==> src/rtl/uart_rx_ctrl_pkg.sv <==
// Shared types and constants for the UART receive controller slice.
package uart_rx_ctrl_pkg;

  localparam int LOAD_W = 10;

  typedef enum logic [2:0] {
    IDLE  = 3'd0,
    ARM   = 3'd1,
    RECV  = 3'd2,
    ERR   = 3'd3,
    DRAIN = 3'd4
  } state_t;

endpackage

==> src/rtl/uart_rx_ctrl_if.sv <==
// Controller <-> receive datapath handshake: master = controller, slave = datapath.
interface uart_rx_ctrl_if
  import uart_rx_ctrl_pkg::*;
#(
  parameter int N = 8
);
  logic              rx_en;
  logic              rx_rst;
  logic [LOAD_W-1:0] load_value;
  logic              rx_done;
  logic              rx_busy;
  logic              rx_err;
  logic [N-1:0]      rx_data;

  modport master (
    output rx_en, rx_rst, load_value,
    input  rx_done, rx_busy, rx_err, rx_data
  );

  modport slave (
    input  rx_en, rx_rst, load_value,
    output rx_done, rx_busy, rx_err, rx_data
  );
endinterface

==> src/rtl/uart_rx_fifo.sv <==
// Show-ahead receive FIFO; pointers carry one extra wrap bit to tell full from empty.
module uart_rx_fifo #(
  parameter int N     = 8,
  parameter int DEPTH = 4
) (
  input  logic         clk,
  input  logic         arst_n,
  input  logic         push,
  input  logic [N-1:0] push_data,
  input  logic         pop,
  output logic [N-1:0] rd_data,
  output logic         empty,
  output logic         full
);
  localparam int AW = $clog2(DEPTH);

  logic [N-1:0] mem [DEPTH];
  logic [AW:0]  wr_ptr;
  logic [AW:0]  rd_ptr;
  logic         do_push;
  logic         do_pop;

  assign empty = (wr_ptr == rd_ptr);
  assign full  = (wr_ptr[AW] != rd_ptr[AW]) && (wr_ptr[AW-1:0] == rd_ptr[AW-1:0]);

  // A pop frees the slot on the same edge, so a push into a full FIFO is accepted then.
  assign do_pop  = pop && !empty;
  assign do_push = push && (!full || do_pop);

  assign rd_data = mem[rd_ptr[AW-1:0]];

  always_ff @(posedge clk or negedge arst_n) begin
    if (!arst_n) begin
      wr_ptr <= '0;
      rd_ptr <= '0;
    end else begin
      if (do_push) wr_ptr <= wr_ptr + 1'b1;
      if (do_pop)  rd_ptr <= rd_ptr + 1'b1;
    end
  end

  always_ff @(posedge clk) begin
    if (do_push) mem[wr_ptr[AW-1:0]] <= push_data;
  end
endmodule

==> src/rtl/uart_rx_ctrl.sv <==
// UART receive controller: sequences the datapath, buffers frames, keeps sticky errors.
// Define UART_RX_CTRL_IRQ_EN to build the registered interrupt output.
module uart_rx_ctrl
  import uart_rx_ctrl_pkg::*;
#(
  parameter int N     = 8,
  parameter int DEPTH = 4
) (
  input  logic              clk,
  input  logic              arst_n,
  input  logic              cfg_en,
  input  logic [LOAD_W-1:0] cfg_load_value,
  input  logic              err_clr,
  uart_rx_ctrl_if.master    rx_if,
  input  logic              rd_en,
  output logic [N-1:0]      rd_data,
  output logic              empty,
  output logic              full,
  output logic              overrun,
  output logic              frame_err,
  output logic              irq
);
  state_t            state;
  logic              rx_en_q;
  logic              rx_rst_q;
  logic [LOAD_W-1:0] load_value_q;
  logic              rx_active;
  logic              push;
  logic              frame_bad;
  logic              fifo_empty;
  logic              fifo_full;

  assign rx_if.rx_en      = rx_en_q;
  assign rx_if.rx_rst     = rx_rst_q;
  assign rx_if.load_value = load_value_q;

  assign rx_active = (state == RECV) || (state == DRAIN);
  assign push      = rx_active && rx_if.rx_done && !rx_if.rx_err;
  assign frame_bad = rx_active && rx_if.rx_done && rx_if.rx_err;

  assign empty = fifo_empty;
  assign full  = fifo_full;

  uart_rx_fifo #(
    .N     (N),
    .DEPTH (DEPTH)
  ) u_fifo (
    .clk       (clk),
    .arst_n    (arst_n),
    .push      (push),
    .push_data (rx_if.rx_data),
    .pop       (rd_en),
    .rd_data   (rd_data),
    .empty     (fifo_empty),
    .full      (fifo_full)
  );

  // Outputs are registered alongside the transition, so they track the state being entered.
  always_ff @(posedge clk or negedge arst_n) begin
    if (!arst_n) begin
      state        <= IDLE;
      rx_en_q      <= 1'b0;
      rx_rst_q     <= 1'b0;
      load_value_q <= '0;
    end else begin
      case (state)
        IDLE: begin
          rx_en_q <= 1'b0;
          if (cfg_en) begin
            state        <= ARM;
            rx_rst_q     <= 1'b1;
            load_value_q <= cfg_load_value;
          end else begin
            rx_rst_q <= 1'b0;
          end
        end
        ARM: begin
          state    <= RECV;
          rx_en_q  <= 1'b1;
          rx_rst_q <= 1'b0;
        end
        RECV: begin
          if (frame_bad) begin
            state    <= ERR;
            rx_en_q  <= 1'b0;
            rx_rst_q <= 1'b1;
          end else if (!cfg_en) begin
            if (rx_if.rx_busy) begin
              state <= DRAIN;
            end else begin
              state   <= IDLE;
              rx_en_q <= 1'b0;
            end
          end
        end
        ERR: begin
          rx_rst_q <= 1'b0;
          if (cfg_en) begin
            state   <= RECV;
            rx_en_q <= 1'b1;
          end else begin
            state   <= IDLE;
            rx_en_q <= 1'b0;
          end
        end
        DRAIN: begin
          if (rx_if.rx_done) begin
            state   <= IDLE;
            rx_en_q <= 1'b0;
          end
        end
        default: begin
          state    <= IDLE;
          rx_en_q  <= 1'b0;
          rx_rst_q <= 1'b0;
        end
      endcase
    end
  end

  // Set events win over a coincident clear.
  always_ff @(posedge clk or negedge arst_n) begin
    if (!arst_n) begin
      overrun   <= 1'b0;
      frame_err <= 1'b0;
    end else begin
      if (push && fifo_full && !rd_en) overrun <= 1'b1;
      else if (err_clr)                overrun <= 1'b0;
      if (frame_bad)    frame_err <= 1'b1;
      else if (err_clr) frame_err <= 1'b0;
    end
  end

`ifdef UART_RX_CTRL_IRQ_EN
  always_ff @(posedge clk or negedge arst_n) begin
    if (!arst_n) irq <= 1'b0;
    else         irq <= !fifo_empty || overrun || frame_err;
  end
`else
  assign irq = 1'b0;
`endif
endmodule

==> src/flat_wrapper.sv <==
// flat-port wrapper written by rule: the top's interface ports become plain ports
module uart_rx_ctrl_flat import uart_rx_ctrl_pkg::*;
#(
  parameter int N     = 8,
  parameter int DEPTH = 4
)
  (clk, arst_n, cfg_en, cfg_load_value, err_clr, rd_en, rd_data, empty, full, overrun, frame_err, irq, rx_if_rx_en, rx_if_rx_rst, rx_if_load_value, rx_if_rx_done, rx_if_rx_busy, rx_if_rx_err, rx_if_rx_data);
  uart_rx_ctrl_if #(.N(N)) rx_if_i ();
  input  logic clk;
  input  logic arst_n;
  input  logic cfg_en;
  input  logic [LOAD_W-1:0] cfg_load_value;
  input  logic err_clr;
  input  logic rd_en;
  output logic [N-1:0] rd_data;
  output logic empty;
  output logic full;
  output logic overrun;
  output logic frame_err;
  output logic irq;
  output wire logic [$bits(rx_if_i.rx_en)-1:0] rx_if_rx_en;
  output wire logic [$bits(rx_if_i.rx_rst)-1:0] rx_if_rx_rst;
  output wire logic [$bits(rx_if_i.load_value)-1:0] rx_if_load_value;
  input wire logic [$bits(rx_if_i.rx_done)-1:0] rx_if_rx_done;
  input wire logic [$bits(rx_if_i.rx_busy)-1:0] rx_if_rx_busy;
  input wire logic [$bits(rx_if_i.rx_err)-1:0] rx_if_rx_err;
  input wire logic [$bits(rx_if_i.rx_data)-1:0] rx_if_rx_data;
  assign rx_if_rx_en = rx_if_i.rx_en;
  assign rx_if_rx_rst = rx_if_i.rx_rst;
  assign rx_if_load_value = rx_if_i.load_value;
  assign rx_if_i.rx_done = rx_if_rx_done;
  assign rx_if_i.rx_busy = rx_if_rx_busy;
  assign rx_if_i.rx_err = rx_if_rx_err;
  assign rx_if_i.rx_data = rx_if_rx_data;
  uart_rx_ctrl #(.N(N), .DEPTH(DEPTH)) u_core (.clk(clk), .arst_n(arst_n), .cfg_en(cfg_en), .cfg_load_value(cfg_load_value), .err_clr(err_clr), .rx_if(rx_if_i), .rd_en(rd_en), .rd_data(rd_data), .empty(empty), .full(full), .overrun(overrun), .frame_err(frame_err), .irq(irq));
endmodule
==> config.mk <==
export PLATFORM = sky130hd
export DESIGN_NAME = uart_rx_ctrl_flat
export DESIGN_NICKNAME = d
export VERILOG_FILES = /design/src/rtl/uart_rx_ctrl_pkg.sv /design/src/rtl/uart_rx_ctrl_if.sv /design/src/rtl/uart_rx_fifo.sv /design/src/rtl/uart_rx_ctrl.sv /design/src/flat_wrapper.sv
export SDC_FILE = /design/constraint.sdc
export NUM_CORES = 1
export LEC_CHECK = 0
export ABC_AREA = 1
export CAP_MARGIN = 20
export CORE_MARGIN = 1.5
export CORE_UTILIZATION = 52
export CTS_BUF_LIST = sky130_fd_sc_hd__clkbuf_2
export CTS_CLUSTER_DIAMETER = 120
export CTS_CLUSTER_SIZE = 12
export DETAILED_ROUTE_END_ITERATION = 12
export GPL_ROUTABILITY_DRIVEN = 0
export HOLD_SLACK_MARGIN = 0.08
export PLACE_DENSITY_LB_ADDON = 0.05
export SYNTH_ARGS = -nofsm -noshare
export SYNTH_HDL_FRONTEND = slang
export SYNTH_SLANG_ARGS = --single-unit
==> constraint.sdc <==
create_clock -name clk -period 2.1 [get_ports clk]
set_clock_uncertainty 0.1 [all_clocks]
set_input_delay 0.42 -clock clk [delete_from_list [all_inputs] [get_ports clk]]
set_output_delay 0.42 -clock clk [all_outputs]
set_load 0.1 [all_outputs]
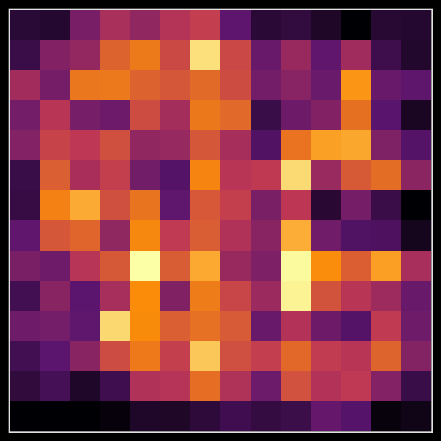
Figure 1: run 1, routed metal per tile.
Scale: 6 px per um. The die is cut into 14 by 14 equal tiles; black is low, pale yellow is high, scaled to the fullest tile. Values are wire area over tile area, all layers added.
tiles over half the peak: 37%
nearly empty tiles: 3.1%
fullest tile: 0.36
mean over tiles: 0.15

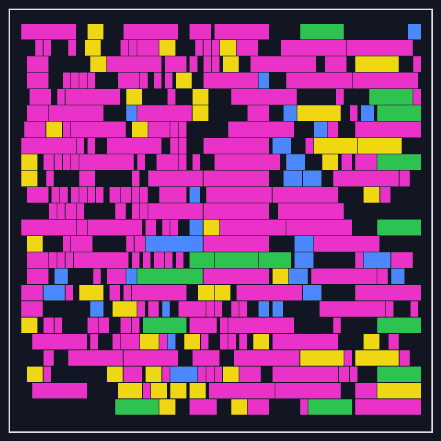
Figure 2: run 1, drive-strength map.
Scale: 6 px per um.
legend:
  drive 6 and up:
    colour: green
    cells: 14
    share: 4.8%
  drive 1 or less:
    colour: magenta
    cells: 207
    share: 70%
  drive 3 to 4:
    colour: yellow
    cells: 45
    share: 15%
  drive 2:
    colour: blue
    cells: 28
    share: 9.5%

==> impl_metrics.toml, run 1 <==
# physical design summary
[cts]
postCtsResizedCells = 17
post_cts_buffers = 7
postCtsHoldBufs = 0
clk_path_buf_depth = 2
cts_num_sinks = 55
clock-root-buffer = "clkbuf_2"
clk_pin_slew_ps = 250
htree_num_levels = 2

[floorplan]
fp_util_pct = 54.0
die_w_um = 70.2
io_pins = 51
die_y_um = 70.2
core_sq_um = 4350
rows = 24
tap_cells = 52

[place]
placed_cells = 327
dpl.hpwl_mm = 3.38
pre_cts_slack_ps = 115
place_area_sq_um = 3110

[global_route]
grt_pass1_wl_mm = 7.86
globalRouteMet2Util_pct = 34.4
overflow = 0
grt_use_total_pct = 21.0
busiest_layer = "met2"
antenna_found_initial = 0
grt_max_degree = 24
grt_pass1_vias = 1678

[setup_path]
rr_worst_depth = 10
cp_top_family = "flip-flops"
crit_chain = "inv_8 -> buf_8 -> nor2_1 -> o22ai_4 -> buf_12"
critPathBufInv = 3
crit_cells = 5
reg2reg_from = "u_core.u_fifo.rd_ptr[0]"
end_kind = "primary output"
slowest_stage = "dfrtp_2"
crit_path_start = "u_core.u_fifo.rd_ptr[0]"
start_kind = "flop"
worst-r2r-setup-slack_ps = 190
required_ps = 1580
path_class = "flop to primary output"
crit_arrival_ps = 1690
cp_max_fo = 10
r2r-end = "u_core.u_fifo.mem[3][6]"
worstSetupEndpoint = "rd_data[7]"

[synth]
synth_top_cell_by_count = "nand2_1"
mux_share_pct = 0
syn_area_sq_um = 2350
fp_nets = 254
synthTopCellsByCount = "58 x nand2_1, 32 x edfxtp_1, 26 x nor2_1, 23 x dfrtp_1, 20 x o21ai_0"
synth-edff-count = 32
yosysSeqAreaShare_pct = 65.4
synth-adder-area-share_pct = 2.66
top_area_share_pct = 40.9
ys_sh_simple_pct = 18.8
synthTopLogicFamily = "simple AND/OR/NAND/NOR gates"
ys_types = 28
ys_chip_area_sq_um = 2350
synth_top_flop_cell = "edfxtp_1"
ys_sh_xor_pct = 1.12
async_flop_share_pct = 41.8
synth_flops = 55
ys_warn_count = 0
avgSynthCellArea_sq_um = 10.5
ys_cells = 223
area_leaders = "edfxtp_1 41%, dfrtp_1 24%, nand2_1 9.3%"

[layout]
clockBufferCount = 6
final_common_cell = "nand2_1"
flops = 55
dominant_cells = "flip-flops and latches"
comb_cells = 142
layout-drive-gt1-share_pct = 29.6
fin_cells = 346
buffers_excl_clock = 70
clk_share_pct = 2.03
fin_nets = 324
inverters_excl_clock = 19
seqCellArea_sq_um = 1540
buffer_area_share_pct = 22.0
comb_area_share_pct = 25.5
nFillCells = 286
final_cell_mix = "57 x nand2_1, 33 x buf_4, 32 x edfxtp_1"
sh_seq_area_pct = 46.1
comb_area_sq_um = 851
largest_register_ff_count = 32
fin_util_pct = 76.6

[detailed_routing]
met2_wirelength_mm = 2.49
top_layer_used = "met4"
drtIter0Drc = 118
routed_wirelength_mm = 4.83
remaining_drc_errors = 0
drt_first_pass_iters = 4
wl_per_cell_um = 14.0
ant_nets = 0
vias = 1732

[final_timing]
setup_tns_ps = -766
worst_hold_slack_ps = 189
fin_crit_ps = 2210
hold_violations = 0
finalClockPeriodUsage_pct = 105
setup_viol = 10
slew_viol_final = 0
fmax_ghz = 0.454
rsz0062_at_grt = "yes"
worst_slack_ps = -105

[status]
failed_checks = "negative setup slack"
status = "finished, violations left"

[worst_hold_path]
hold_path.class = "input port to asynchronous set/reset pin"

[flow_run]
cap_violations = 0
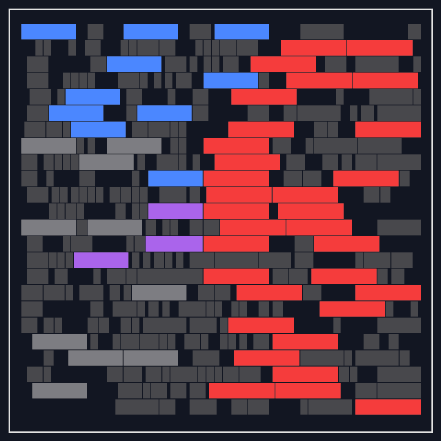
Figure 3: run 1, where the registers sit.
Scale: 6 px per um. Other sequential cells in the stronger grey, the rest of the logic in the fainter grey.
legend:
  `u_core.rx_if.load_value`:
    colour: blue
    placed_flops: 10
  `u_core.u_fifo.mem`:
    colour: red
    placed_flops: 32
  `u_core.u_fifo.rd_ptr`:
    colour: purple
    placed_flops: 3
not coloured: 10

Figure 4. Clock wiring as the flow saved it (run 1).
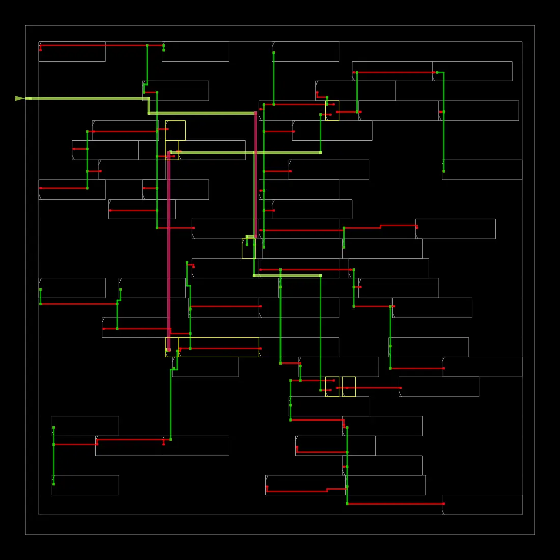

## Run 2: what changed since run 1
CORE_UTILIZATION = 50   (was 52)
CTS_BUF_LIST = unset   (was sky130_fd_sc_hd__clkbuf_2)
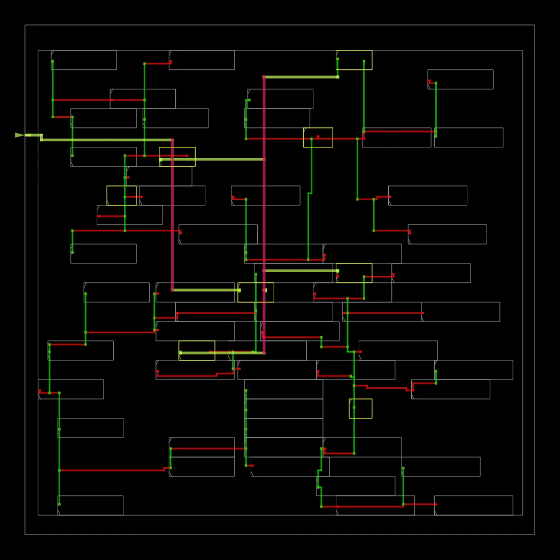
Figure 5: run 2, clock wiring as the flow saved it.
total of clock buffers placed in the layout: 5
registers: 55
Num CTS Buffers: 5

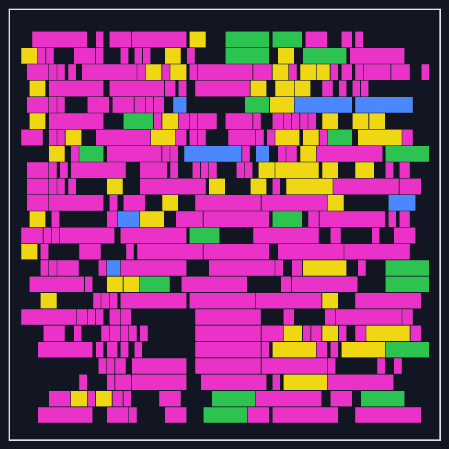
Figure 6: run 2, drive-strength map.
Scale: 6 px per um.
legend:
  drive 2:
    colour: blue
    cells: 8
    share: 2.7%
  drive 3 to 4:
    colour: yellow
    cells: 52
    share: 18%
  drive 1 or less:
    colour: magenta
    cells: 218
    share: 74%
  drive 6 and up:
    colour: green
    cells: 18
    share: 6.1%

==> run 2 against run 1 <==
  * The flow now finishes without violations
  * Utilization shrank 1.4 points
  * First-iteration DRC count is 28% higher
  * Area after synthesis did not move
  * Maximum frequency up 6.0%
  * Flip-flop count did not move
  * Hold slack gained 150 ps
  * Critical endpoint is now empty
==> impl_metrics.toml, run 2 <==
# physical design summary
[synth]
ys_cells = 223
synth-edff-count = 32
mux_share_pct = 0
synth_flops = 55
avgSynthCellArea_sq_um = 10.5
syn_area_sq_um = 2350
fp_nets = 254
synth_top_cell_by_count = "nand2_1"
top_area_share_pct = 40.9
area_leaders = "edfxtp_1 41%, dfrtp_1 24%, nand2_1 9.3%"
ys_types = 28
ys_sh_simple_pct = 18.8
ys_sh_xor_pct = 1.12
ys_chip_area_sq_um = 2350
async_flop_share_pct = 41.8
synthTopCellsByCount = "58 x nand2_1, 32 x edfxtp_1, 26 x nor2_1, 23 x dfrtp_1, 20 x o21ai_0"

[place]
pre_cts_slack_ps = 112
dpl.hpwl_mm = 3.55
place_area_sq_um = 3130
placed_cells = 330

[layout]
dominant_cells = "flip-flops and latches"
final_cell_mix = "56 x nand2_1, 36 x buf_4, 32 x edfxtp_1"
buffer_area_share_pct = 21.9
largest_register_ff_count = 32
sh_seq_area_pct = 46.1
fin_cells = 348
layout-drive-gt1-share_pct = 26.4
fin_util_pct = 75.2
buffers_excl_clock = 72
comb_area_share_pct = 24.7
fin_nets = 326
comb_area_sq_um = 825

[global_route]
grt_use_total_pct = 20.1
busiest_layer = "met2"
antenna_found_initial = 0
overflow = 0
globalRouteMet2Util_pct = 31.2
grt_pass1_vias = 1626
grt_pass1_wl_mm = 7.75

[cts]
postCtsHoldBufs = 0
postCtsResizedCells = 3
clk_path_buf_depth = 2
clock-root-buffer = "clkbuf_8"
clk_pin_slew_ps = 110
cts_num_sinks = 55

[detailed_routing]
met2_wirelength_mm = 2.22
ant_nets = 0
drt_first_pass_iters = 6
drtIter0Drc = 151
routed_wirelength_mm = 4.84
vias = 1788
wl_per_cell_um = 13.9

[final_timing]
hold_violations = 0
setup_viol = 0
rsz0062_at_grt = "yes"
worst_hold_slack_ps = 335
finalClockPeriodUsage_pct = 99.1
worst_slack_ps = 19.5
fmax_ghz = 0.481

[setup_path]
worstSetupEndpoint = "empty"
required_ps = 1580
crit_path_start = "u_core.u_fifo.rd_ptr[0]"
rr_worst_depth = 10
slowest_stage = "dfrtp_2"
crit_cells = 6
path_class = "flop to primary output"
critPathBufInv = 3
r2r-end = "u_core.u_fifo.mem[1][5]"
worst-r2r-setup-slack_ps = 180
crit_arrival_ps = 1560
end_kind = "primary output"
crit_chain = "clkinv_4 -> nand2_2 -> nand4_4 -> or2_4 -> inv_4 -> buf_12"

[floorplan]
fp_util_pct = 52.9
die_y_um = 71.6
rows = 24
die_w_um = 71.6
tap_cells = 52
io_pins = 51
core_sq_um = 4440

[status]
status = "finished clean"

[flow_run]
cap_violations = 0

[worst_hold_path]
hold_path.class = "input port to asynchronous set/reset pin"
## Run 3: what changed since run 2
CTS_CLUSTER_SIZE = 30   (was 12)
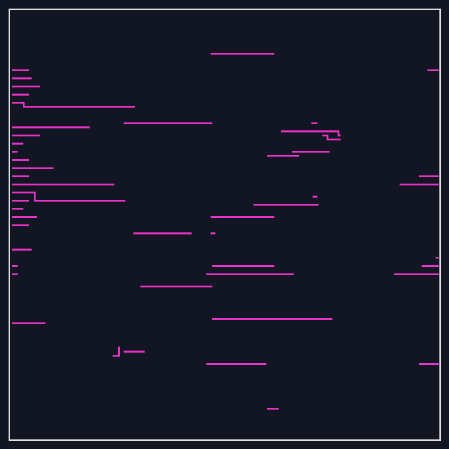
Figure 7: run 3, the metal 3 layer.
Scale: 6 px per um.
share of all routed wire: 6.2%
wire length on this layer: 299 um
longest straight run: 19.8 um
main direction: horizontal
nets with wire on the layer: 42

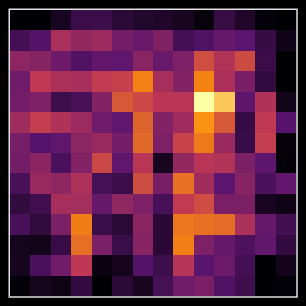
Figure 8: run 3, routed metal per tile.
Scale: 4 px per um. The die is cut into 14 by 14 equal tiles; black is low, pale yellow is high, scaled to the fullest tile. Values are wire area over tile area, all layers added.
mean over tiles: 0.15
densest ninth of the die: middle
fullest tile: 0.50
nearly empty tiles: 7.1%

==> run 3 against run 2 <==
  * Count of clock-buffer cells in the layout is the same
  * Worst setup slack unchanged
  * Die area stayed put
  * Hold slack stayed put
  * Critical path type unchanged
==> impl_metrics.toml, run 3 <==
# physical design summary
[global_route]
busiest_layer = "met2"
grt_pass1_wl_mm = 7.75
globalRouteMet2Util_pct = 31.2
antenna_found_initial = 0
grt_pass1_vias = 1626
overflow = 0

[setup_path]
worst-r2r-setup-slack_ps = 180
reg2reg_from = "u_core.u_fifo.wr_ptr[0]"
start_kind = "flop"
end_kind = "primary output"
path_class = "flop to primary output"
cp_max_fo = 17
crit_cells = 6
rr_worst_depth = 10
crit_path_start = "u_core.u_fifo.rd_ptr[0]"
cp_top_family = "simple AND/OR/NAND/NOR gates"
crit_arrival_ps = 1560
required_ps = 1580
crit_chain = "clkinv_4 -> nand2_2 -> nand4_4 -> or2_4 -> inv_4 -> buf_12"
critPathBufInv = 3
slowest_stage = "dfrtp_2"
worstSetupEndpoint = "empty"

[synth]
ys_cells = 223
synth-edff-count = 32
async_flop_share_pct = 41.8
synthTopLogicFamily = "simple AND/OR/NAND/NOR gates"
synth-adder-area-share_pct = 2.66
ys_sh_simple_pct = 18.8
yosysSeqAreaShare_pct = 65.4
synth_top_flop_cell = "edfxtp_1"
synthTopCellsByCount = "58 x nand2_1, 32 x edfxtp_1, 26 x nor2_1, 23 x dfrtp_1, 20 x o21ai_0"
ys_warn_count = 0
ys_types = 28
ys_chip_area_sq_um = 2350
avgSynthCellArea_sq_um = 10.5
fp_nets = 254
synth_flops = 55
syn_area_sq_um = 2350
top_area_share_pct = 40.9
ys_sh_xor_pct = 1.12
synth_top_cell_by_count = "nand2_1"

[cts]
clk_path_buf_depth = 2
clk_pin_slew_ps = 110
clock-root-buffer = "clkbuf_8"
cts_num_sinks = 55
post_cts_buffers = 3
cts_buffers = 5
postCtsResizedCells = 3
htree_num_levels = 2
insertion_delay_ps = 320
postCtsHoldBufs = 0

[final_timing]
finalClockPeriodUsage_pct = 99.1
fmax_ghz = 0.481
hold_violations = 0
worst_hold_slack_ps = 335
rsz0062_at_grt = "yes"
setup_viol = 0
fin_crit_ps = 2080
worst_slack_ps = 19.5
setup_tns_ps = 0

[floorplan]
io_pins = 51
rows = 24
core_sq_um = 4440
die_w_um = 71.6
die_y_um = 71.6
tap_cells = 52

[layout]
dominant_cells = "flip-flops and latches"
buffer_area_share_pct = 21.9
seqCellArea_sq_um = 1540
comb_area_share_pct = 24.7
final_cell_mix = "56 x nand2_1, 36 x buf_4, 32 x edfxtp_1"
fin_nets = 326
fin_cells = 348
fin_util_pct = 75.2
clk_share_pct = 3.00
nFillCells = 301
inverters_excl_clock = 19
flops = 55
sh_seq_area_pct = 46.1
largest_register_ff_count = 32
comb_area_sq_um = 825
layout-drive-gt1-share_pct = 26.4
final_common_cell = "nand2_1"
clockBufferCount = 5

[place]
place_area_sq_um = 3130
dpl.hpwl_mm = 3.55
placed_cells = 330
pre_cts_slack_ps = 112

[status]
status = "finished clean"

[detailed_routing]
vias = 1788
drtIter0Drc = 151
drt_first_pass_iters = 6
wl_per_cell_um = 13.9
remaining_drc_errors = 0
routed_wirelength_mm = 4.84
ant_nets = 0
met2_wirelength_mm = 2.22

[worst_hold_path]
hold_path.class = "input port to asynchronous set/reset pin"

[flow_run]
cap_violations = 0
